**Run 1: cell area per tile**

14 x 14 tiles, from white (low) to dark blue (high), 0 to 100% covered.
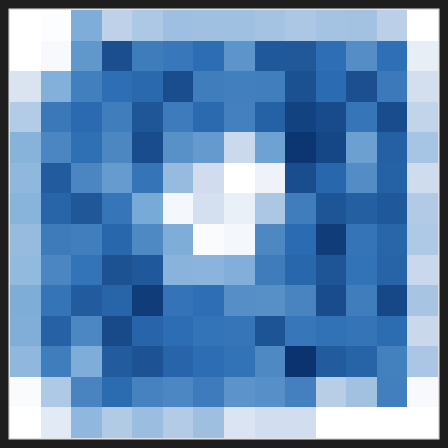
**Run 1: port wiring**

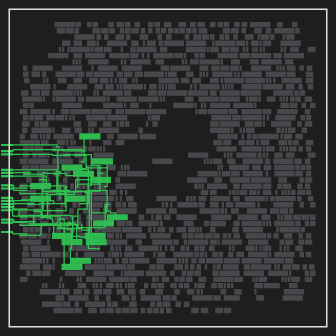
**Run 1: met1 routing**

Supply wires on this layer in gray.
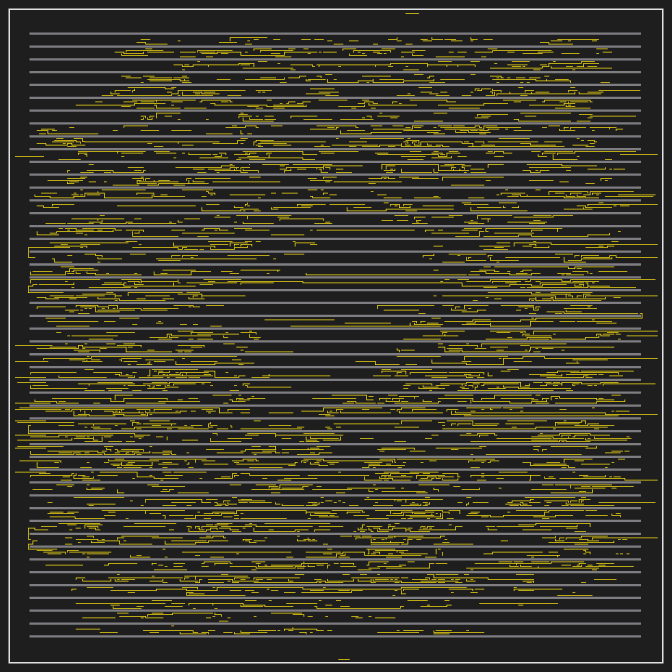
File: src/rtl/pipe_pkg.sv
// Shared types and safe control-bundle constants for the inter-stage pipeline registers.
// Latency: n/a (types and constants only).
// Backpressure: n/a.
package pipe_pkg;

  // Occupancy of a stage register: nothing held, main entry held, main and skid entries held.
  typedef enum logic [1:0] {
    ST_EMPTY = 2'd0,
    ST_ONE   = 2'd1,
    ST_TWO   = 2'd2
  } state_t;

  // Control bundle layout shared by all stages (16 bits).
  typedef struct packed {
    logic [6:0] rsvd;
    logic       mem_read;
    logic       mem_write;
    logic       reg_write;
    logic       jump;
    logic       branch;
    logic [3:0] alu_op;
  } ctrl_t;

  localparam logic [3:0] ALU_OP_NONE = 4'h0;
  localparam logic [3:0] ALU_OP_NOP  = 4'hF;

  // A bundle with every side-effecting bit cleared; only the ALU opcode is chosen per stage.
  function automatic ctrl_t safe_ctrl(input logic [3:0] alu_op);
    ctrl_t c;
    c           = '0;
    c.alu_op    = alu_op;
    return c;
  endfunction

  // Safe control bundles presented by each stage register while it is empty.
  localparam ctrl_t CTRL_SAFE_IFID  = safe_ctrl(ALU_OP_NONE);
  localparam ctrl_t CTRL_SAFE_IDEX  = safe_ctrl(ALU_OP_NOP);
  localparam ctrl_t CTRL_SAFE_EXMEM = safe_ctrl(ALU_OP_NOP);
  localparam ctrl_t CTRL_SAFE_MEMWB = safe_ctrl(ALU_OP_NONE);

endpackage

File: src/rtl/pipe_sat_counter.sv
// Saturating up-counter used for stage bubble statistics.
// Latency: count reflects an increment one cycle after inc is high.
// Backpressure: none; sticks at all-ones until reset.
module pipe_sat_counter #(
  parameter int CNT_W = 16
) (
  input  logic             clk,
  input  logic             reset,
  input  logic             inc,
  output logic [CNT_W-1:0] count
);

  // Increment on request, stop at the maximum value, clear only on reset.
  always_ff @(posedge clk or negedge reset) begin
    if (!reset) begin
      count <= '0;
    end else if (inc && (count != {CNT_W{1'b1}})) begin
      count <= count + CNT_W'(1);
    end
  end

endmodule

File: src/rtl/pipe_stage_reg.sv
// Inter-stage pipeline register with optional skid entry, flush, hold and bubble counting.
// Latency: an accepted payload is presented on out_* the following cycle; order is preserved.
// Backpressure: SKID=1 gives a registered in_ready (two entries); SKID=0 passes out_ready through to in_ready.
module pipe_stage_reg #(
  parameter int                 DATA_W    = 64,
  parameter int                 CTRL_W    = 16,
  parameter int                 SKID      = 1,
  parameter logic [DATA_W-1:0]  NOP_DATA  = '0,
  parameter logic [CTRL_W-1:0]  CTRL_SAFE = '0,
  parameter int                 CNT_W     = 16
) (
  input  logic              clk,
  input  logic              reset,
  input  logic              flush,
  input  logic              hold,
  input  logic              in_valid,
  output logic              in_ready,
  input  logic [DATA_W-1:0] in_data,
  input  logic [CTRL_W-1:0] in_ctrl,
  output logic              out_valid,
  input  logic              out_ready,
  output logic [DATA_W-1:0] out_data,
  output logic [CTRL_W-1:0] out_ctrl,
  output logic [CNT_W-1:0]  bubble_cnt
);
  import pipe_pkg::*;

  state_t            state_q, state_d;
  logic [DATA_W-1:0] main_data_q, main_data_d;
  logic [CTRL_W-1:0] main_ctrl_q, main_ctrl_d;
  logic [DATA_W-1:0] skid_data_q, skid_data_d;
  logic [CTRL_W-1:0] skid_ctrl_q, skid_ctrl_d;

  logic active;
  logic accept;
  logic drain;

  // The stage neither accepts nor presents while held or flushed.
  assign active = !hold && !flush;

  if (SKID != 0) begin : g_rdy_skid
    // Ready depends only on registered occupancy, so out_ready never reaches in_ready.
    assign in_ready = reset && active && (state_q != ST_TWO);
  end else begin : g_rdy_single
    // A single entry can be refilled in the same cycle it drains.
    assign in_ready = reset && active && ((state_q == ST_EMPTY) || out_ready);
  end

  assign out_valid = (state_q != ST_EMPTY) && active;
  assign out_data  = out_valid ? main_data_q : NOP_DATA;
  assign out_ctrl  = out_valid ? main_ctrl_q : CTRL_SAFE;

  assign accept = in_valid && in_ready;
  assign drain  = out_valid && out_ready;

  // Occupancy and payload next-state: flush beats hold, hold freezes everything.
  always_comb begin
    state_d     = state_q;
    main_data_d = main_data_q;
    main_ctrl_d = main_ctrl_q;
    skid_data_d = skid_data_q;
    skid_ctrl_d = skid_ctrl_q;
    if (flush) begin
      state_d     = ST_EMPTY;
      main_ctrl_d = CTRL_SAFE;
      skid_ctrl_d = CTRL_SAFE;
    end else if (!hold) begin
      case (state_q)
        ST_EMPTY: begin
          if (accept) begin
            state_d     = ST_ONE;
            main_data_d = in_data;
            main_ctrl_d = in_ctrl;
          end
        end
        ST_ONE: begin
          if (accept && drain) begin
            main_data_d = in_data;
            main_ctrl_d = in_ctrl;
          end else if (drain) begin
            state_d     = ST_EMPTY;
          end else if (accept && (SKID != 0)) begin
            state_d     = ST_TWO;
            skid_data_d = in_data;
            skid_ctrl_d = in_ctrl;
          end
        end
        ST_TWO: begin
          if (drain) begin
            state_d     = ST_ONE;
            main_data_d = skid_data_q;
            main_ctrl_d = skid_ctrl_q;
          end
        end
        default: begin
          state_d = ST_EMPTY;
        end
      endcase
    end
  end

  // State and payload registers; a reset drops every held entry.
  always_ff @(posedge clk or negedge reset) begin
    if (!reset) begin
      state_q     <= ST_EMPTY;
      main_data_q <= NOP_DATA;
      main_ctrl_q <= CTRL_SAFE;
      skid_data_q <= NOP_DATA;
      skid_ctrl_q <= CTRL_SAFE;
    end else begin
      state_q     <= state_d;
      main_data_q <= main_data_d;
      main_ctrl_q <= main_ctrl_d;
      skid_data_q <= skid_data_d;
      skid_ctrl_q <= skid_ctrl_d;
    end
  end

  pipe_sat_counter #(
    .CNT_W (CNT_W)
  ) u_bubble_cnt (
    .clk   (clk),
    .reset (reset),
    .inc   (!out_valid),
    .count (bubble_cnt)
  );

endmodule

File: config.mk
export PLATFORM = sky130hd
export DESIGN_NAME = pipe_stage_reg
export DESIGN_NICKNAME = d
export VERILOG_FILES = /design/src/rtl/pipe_pkg.sv /design/src/rtl/pipe_sat_counter.sv /design/src/rtl/pipe_stage_reg.sv
export SDC_FILE = /design/constraint.sdc
export NUM_CORES = 1
export LEC_CHECK = 0
export ABC_CLOCK_PERIOD_IN_PS = 3190
export CAP_MARGIN = 20
export CORE_MARGIN = 4
export CORE_UTILIZATION = 51
export DETAILED_ROUTE_END_ITERATION = 10
export GPL_ROUTABILITY_DRIVEN = 0
export PLACE_DENSITY = 0.8
export REMOVE_ABC_BUFFERS = 1
export SETUP_SLACK_MARGIN = 0.02
export SLEW_MARGIN = 10
export SYNTH_ARGS = -nofsm -noshare
export SYNTH_HDL_FRONTEND = slang
export SYNTH_HIERARCHICAL = 1
export SYNTH_SLANG_ARGS = --single-unit
File: constraint.sdc
create_clock -name clk -period 3.19 [get_ports clk]
set_clock_uncertainty 0.05 [all_clocks]
set_input_delay 0.4785 -clock clk [delete_from_list [all_inputs] [get_ports clk]]
set_output_delay 0.4785 -clock clk [all_outputs]
set_load 0.03 [all_outputs]
==> flow_summary.yaml, run 1 <==
# implementation run metrics
critical_path:
  slowest_delay_ps: 450
  worstPathRequired_ps: 2660
  cp_top_family: "buffers and inverters"
  worstSetupPathDepth: 6
  crit_fanout: 20
logic_synthesis:
  ys_sh_aoi_pct: 5.43
  logic_family: "simple AND/OR/NAND/NOR gates"
  ys_async_sr_fraction_pct: 100
  ys.warnings.count: 6
  synth.top_cell.area_share_pct: 51.4
  yosysMostFrequentCell: "nand2_1"
  synth_area_um2: 8660
  yosys-top-cells-count: "nand2_1 (229), dfrtp_1 (178), mux2_2 (101), and2_1 (80), clkbuf_1 (35)"
  top_area_cell: "dfrtp_1"
  ys_sh_mux_pct: 18.6
hold_path:
  hold_path_class: "flip-flop to flip-flop"
  min_to: "skid_data_q[20]"
  worstHoldStart: "skid_data_q[20]"
clock_network:
  clk_latency_ps: 420
  clockBufferDepth: 2
  clk_pin_slew_ps: 70
  postCtsSetupBuffers: 0
  clock-root-buffer: "clkbuf_16"
floorplanning:
  fp_util_pct: 52.2
  chipHeight_um: 138
drt:
  first_pass_iters: 4
  drt-wirelength-per-cell_um: 16.8
  ant_nets: 0
  drc: 0
grt:
  antenna_found_initial: 1
  grt_pass1_wl_mm: 33.9
  grt_max_degree: 172
final_timing:
  slew_violations: 0
  period_used_pct: 88.3
  hold_violations: 0
  tns_ps: 0
  min_period_ps: 2820
final_layout:
  clk_share_pct: 5.15
  drive_above_1_share_pct: 24.8
  ff_count: 178
  num-nonclk-inverters: 3
  syn_to_final_growth_pct: 28.2
place:
  place_area_um2: 10500
  dp_slack_ps: 440
power_and_ir_drop:
  seqPwrFrac_pct: 46.5
  leakage_nw: 5.12
  p_per_area_nw_per_um2: 649
run_status:
  status: "completed"
## Picture notes: 'cell area per tile'
fullest tile	99%
emptiest ninth of the die	center
nearly empty tiles	5.1%
tiles over 75% full	29%
mean over tiles	57%

## Picture notes: 'port wiring'
color	port	bits	direction	edge	end cells	buffers	wire
green	`bubble_cnt`	16	output	left	16	16	1120 um

## Picture notes: 'met1 routing'
main direction	horizontal
wire length on this layer	9060 um

## run 1: power by group through the flow
stage               Clock, W  Sequential [W]  Combinational, W
finish               0.00201         0.00335           0.00184
global route         0.00216         0.00344           0.00202
CTS                  0.00206         0.00335           0.00186
detailed placement         0         0.00339           0.00184
global placement           0         0.00337           0.00179
floorplan                  0         0.00333           0.00116
## run 1: layer usage
metal / global-route usage, % / share of wire [%]
met5: 0 / 0
met4: 6.76 / 1.2
met3: 4.90 / 5.9
met2: 35.0 / 48
met1: 28.9 / 44
## run 1: flip-flops by register name, indices dropped and copies added, names as in the netlist
register,count
main_ctrl_q,16
main_data_q,64
skid_data_q,64
state_q,2
skid_ctrl_q,16
u_bubble_cnt/count,16
==> run 2, diff against run 1 <==
--- a/config.mk
+++ b/config.mk
@@ -10,7 +10,6 @@
 export CORE_MARGIN = 4
 export CORE_UTILIZATION = 51
 export DETAILED_ROUTE_END_ITERATION = 10
-export GPL_ROUTABILITY_DRIVEN = 0
 export PLACE_DENSITY = 0.8
 export REMOVE_ABC_BUFFERS = 1
 export SETUP_SLACK_MARGIN = 0.02
**Run 2: met1 routing**

Supply wires on this layer in gray.
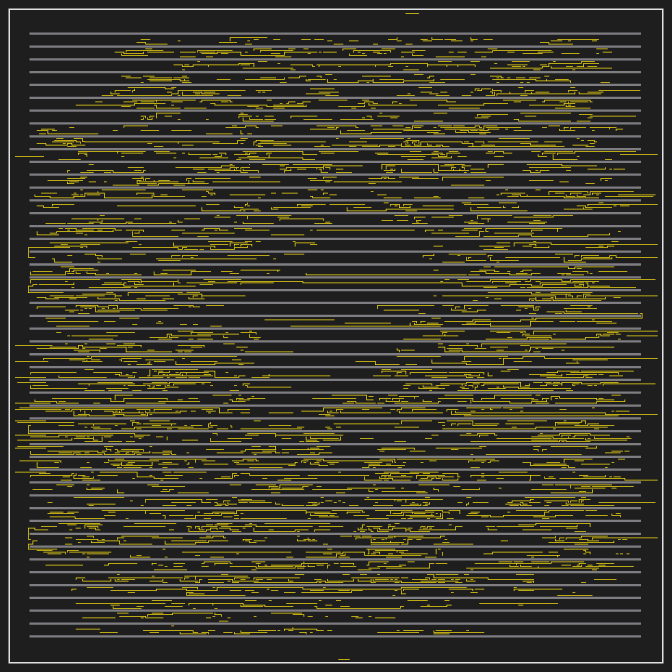
nets with wire on the layer	942
share of all routed wire	44%
longest straight run	42.3 um
wire length on this layer	9060 um

**Run 2: cells colored by class**

The bar under the picture is 50 um long. Fill, decap, tap and diode cells in gray.
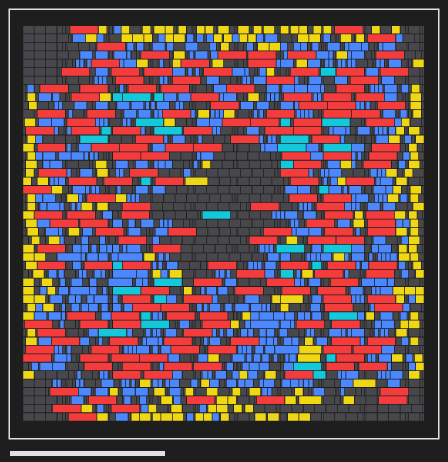
color	class	cells
cyan	clock drivers and dummy loads	32
yellow	other buffers and delay cells	198
blue	all other logic	583
red	flip-flops	178

**Run 2: routing congestion map**

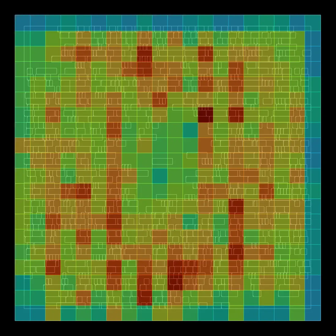
gr busiest metal: met2
GRT Total Usage: 21.5%
GR Util met3: 4.90%
Final Util: 67.0%
M1 GR Usage: 28.9%

==> flow_summary.yaml, run 2 <==
# implementation run metrics
run_status:
  status: "completed"
logic_synthesis:
  yosysMostFrequentCell: "nand2_1"
  top_area_cell: "dfrtp_1"
  ys_async_sr_fraction_pct: 100
  logic_family: "simple AND/OR/NAND/NOR gates"
  ys.warnings.count: 6
floorplanning:
  chipHeight_um: 138
  fp_util_pct: 52.2
power_and_ir_drop:
  p_clk_w: 0.00201
  seqPwrFrac_pct: 46.5
  pg_comb_w: 0.00184
  power.group.top: "registers"
  p_per_area_nw_per_um2: 649
drt:
  first_pass_iters: 4
  drt-wirelength-per-cell_um: 16.8
  drt-met1-wl_mm: 9.06
  wl_met3_mm: 1.21
critical_path:
  crit_fanout: 20
grt:
  grt_pass1_wl_mm: 33.9
  antenna_found_initial: 1
  globalRouteMet2Util_pct: 35.0
final_timing:
  hold_violations: 0
  min_period_ps: 2820
final_layout:
  drive_above_1_share_pct: 24.8
  clk_share_pct: 5.15
clock_network:
  clk_pin_slew_ps: 70
  clockBufferDepth: 2
## run 2: cell counts after synthesis
Identical to the previous run, type by type.
## run 2: metrics by stage
step / hold slack, ps / setup WS (ps) / TNS (ps) / cells
6_report: 425 / 373 / 0 / 1212
5_1_grt: 433 / 220 / 0 / 1212
4_1_cts: 425 / 340 / 0 / 1211
3_5_place_dp: 249 / 440 / 0 / 1178
3_3_place_gp: 245 / 455 / 0 / 1178
2_1_floorplan: 133 / -2240 / -365070 / 761
## run 2: critical path, cell delays in order (launching register included)
cell and delay (ps):
dfrtp_1 450, inv_1 120, ha_1 350, nor2_4 320
buf_4 290, and2_1 170, buf_4 160
==> run 3, diff against run 2 <==
--- a/config.mk
+++ b/config.mk
@@ -5,7 +5,6 @@
 export SDC_FILE = /design/constraint.sdc
 export NUM_CORES = 1
 export LEC_CHECK = 0
-export ABC_CLOCK_PERIOD_IN_PS = 3190
 export CAP_MARGIN = 20
 export CORE_MARGIN = 4
 export CORE_UTILIZATION = 51
**Run 3: routing congestion map**

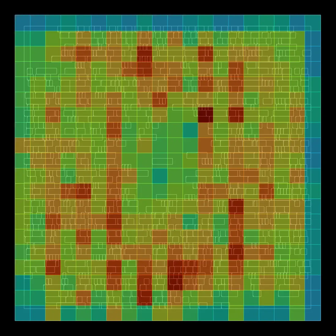
post-DR wirelength/cell: 16.8 um
GR Util met2: 35.0%

**Run 3: port wiring**

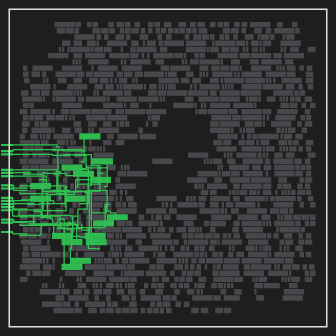
color	port	bits	direction	edge	end cells	buffers	wire
green	`bubble_cnt`	16	output	left	16	16	1120 um

==> flow_summary.yaml, run 3 <==
# implementation run metrics
run_status:
  status: "completed"
drt:
  first_pass_iters: 4
  wl_met3_mm: 1.21
  ant_nets: 0
  drt-met1-wl_mm: 9.06
  drc: 0
  maxUsedRoutingLayer: "met4"
place:
  dp_cells: 1178
  dp_slack_ps: 440
logic_synthesis:
  ys.warnings.count: 6
  synth.top_cell.area_share_pct: 51.4
  synth_area_um2: 8660
  yosysMostFrequentCell: "nand2_1"
  yosys-top-cells-count: "nand2_1 (229), dfrtp_1 (178), mux2_2 (101), and2_1 (80), clkbuf_1 (35)"
final_timing:
  hold_violations: 0
  fin_ws_ps: 373
  slew_violations: 0
  period_used_pct: 88.3
critical_path:
  worstPathRequired_ps: 2660
  crit_slowest_cell: "dfrtp_1"
  cp_top_family: "buffers and inverters"
  crit_fanout: 20
  worstSetupPathDepth: 6
  cpMostUsedCell: "buf_4"
final_layout:
  clk_share_pct: 5.15
  instances_no_fill: 1212
  drive_above_1_share_pct: 24.8
  num-nonclk-inverters: 3
  top_regs: "main_data_q: 64 flops, skid_data_q: 64 flops"
  ff_count: 178
clock_network:
  clk_pin_slew_ps: 70
  clock-root-buffer: "clkbuf_16"
  clk_latency_ps: 420
  postCtsSetupBuffers: 0
  clockBufferDepth: 2
power_and_ir_drop:
  pg_seq_w: 0.00335
  leakage_nw: 5.12
  p_per_area_nw_per_um2: 649
  pg_comb_w: 0.00184
grt:
  grt_max_degree: 172
  grt_use_total_pct: 21.5
  grt_pass1_wl_mm: 33.9
  grt_util_met3_pct: 4.90
  gr-max-usage-layer: "met2"
  antenna_found_initial: 1
hold_path:
  min_to: "skid_data_q[20]"
  worstHoldStart: "skid_data_q[20]"
  hold_path_class: "flip-flop to flip-flop"
floorplanning:
  fp_util_pct: 52.2
**Run 3: cell area per tile**

14 x 14 tiles, from white (low) to dark blue (high), 0 to 100% covered.
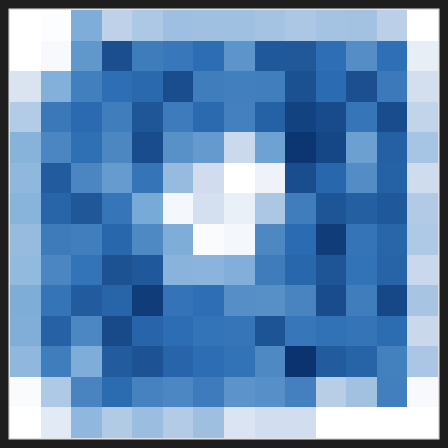
tiles over 75% full	29%
emptiest ninth of the die	center
nearly empty tiles	5.1%
mean over tiles	57%
fullest tile	99%

==> run 3: cell counts in the layout (fill, tap and decap cells not counted) <==
Identical to the previous run, type by type.
==> run 3: kinds of logic (layout without fill, tap and decap cells) <==
| kind of cell | Yosys count | count (layout) | share of synthesized area [%] |
|---|---|---|---|
| XOR/XNOR | 7 | 7 | 0.708 |
| AND-OR/OR-AND | 63 | 63 | 5.43 |
| AND/OR/NAND/NOR | 360 | 360 | 20.1 |
| multiplexers | 145 | 145 | 18.6 |
| flip-flops | 178 | 178 | 51.4 |
| buffers and inverters | 52 | 233 | 2.96 |
| adder cells (fa/ha/maj) | 5 | 5 | 0.722 |
| other | 0 | 1 | 0 |
==> run 3: worst min-delay path: cells and delay by family (launching register included) <==
family | cells | cell delay, ps
and+or+nand+nor | 2 | 100
DFF | 1 | 340
Power is estimated from default activity; no workload was simulated.
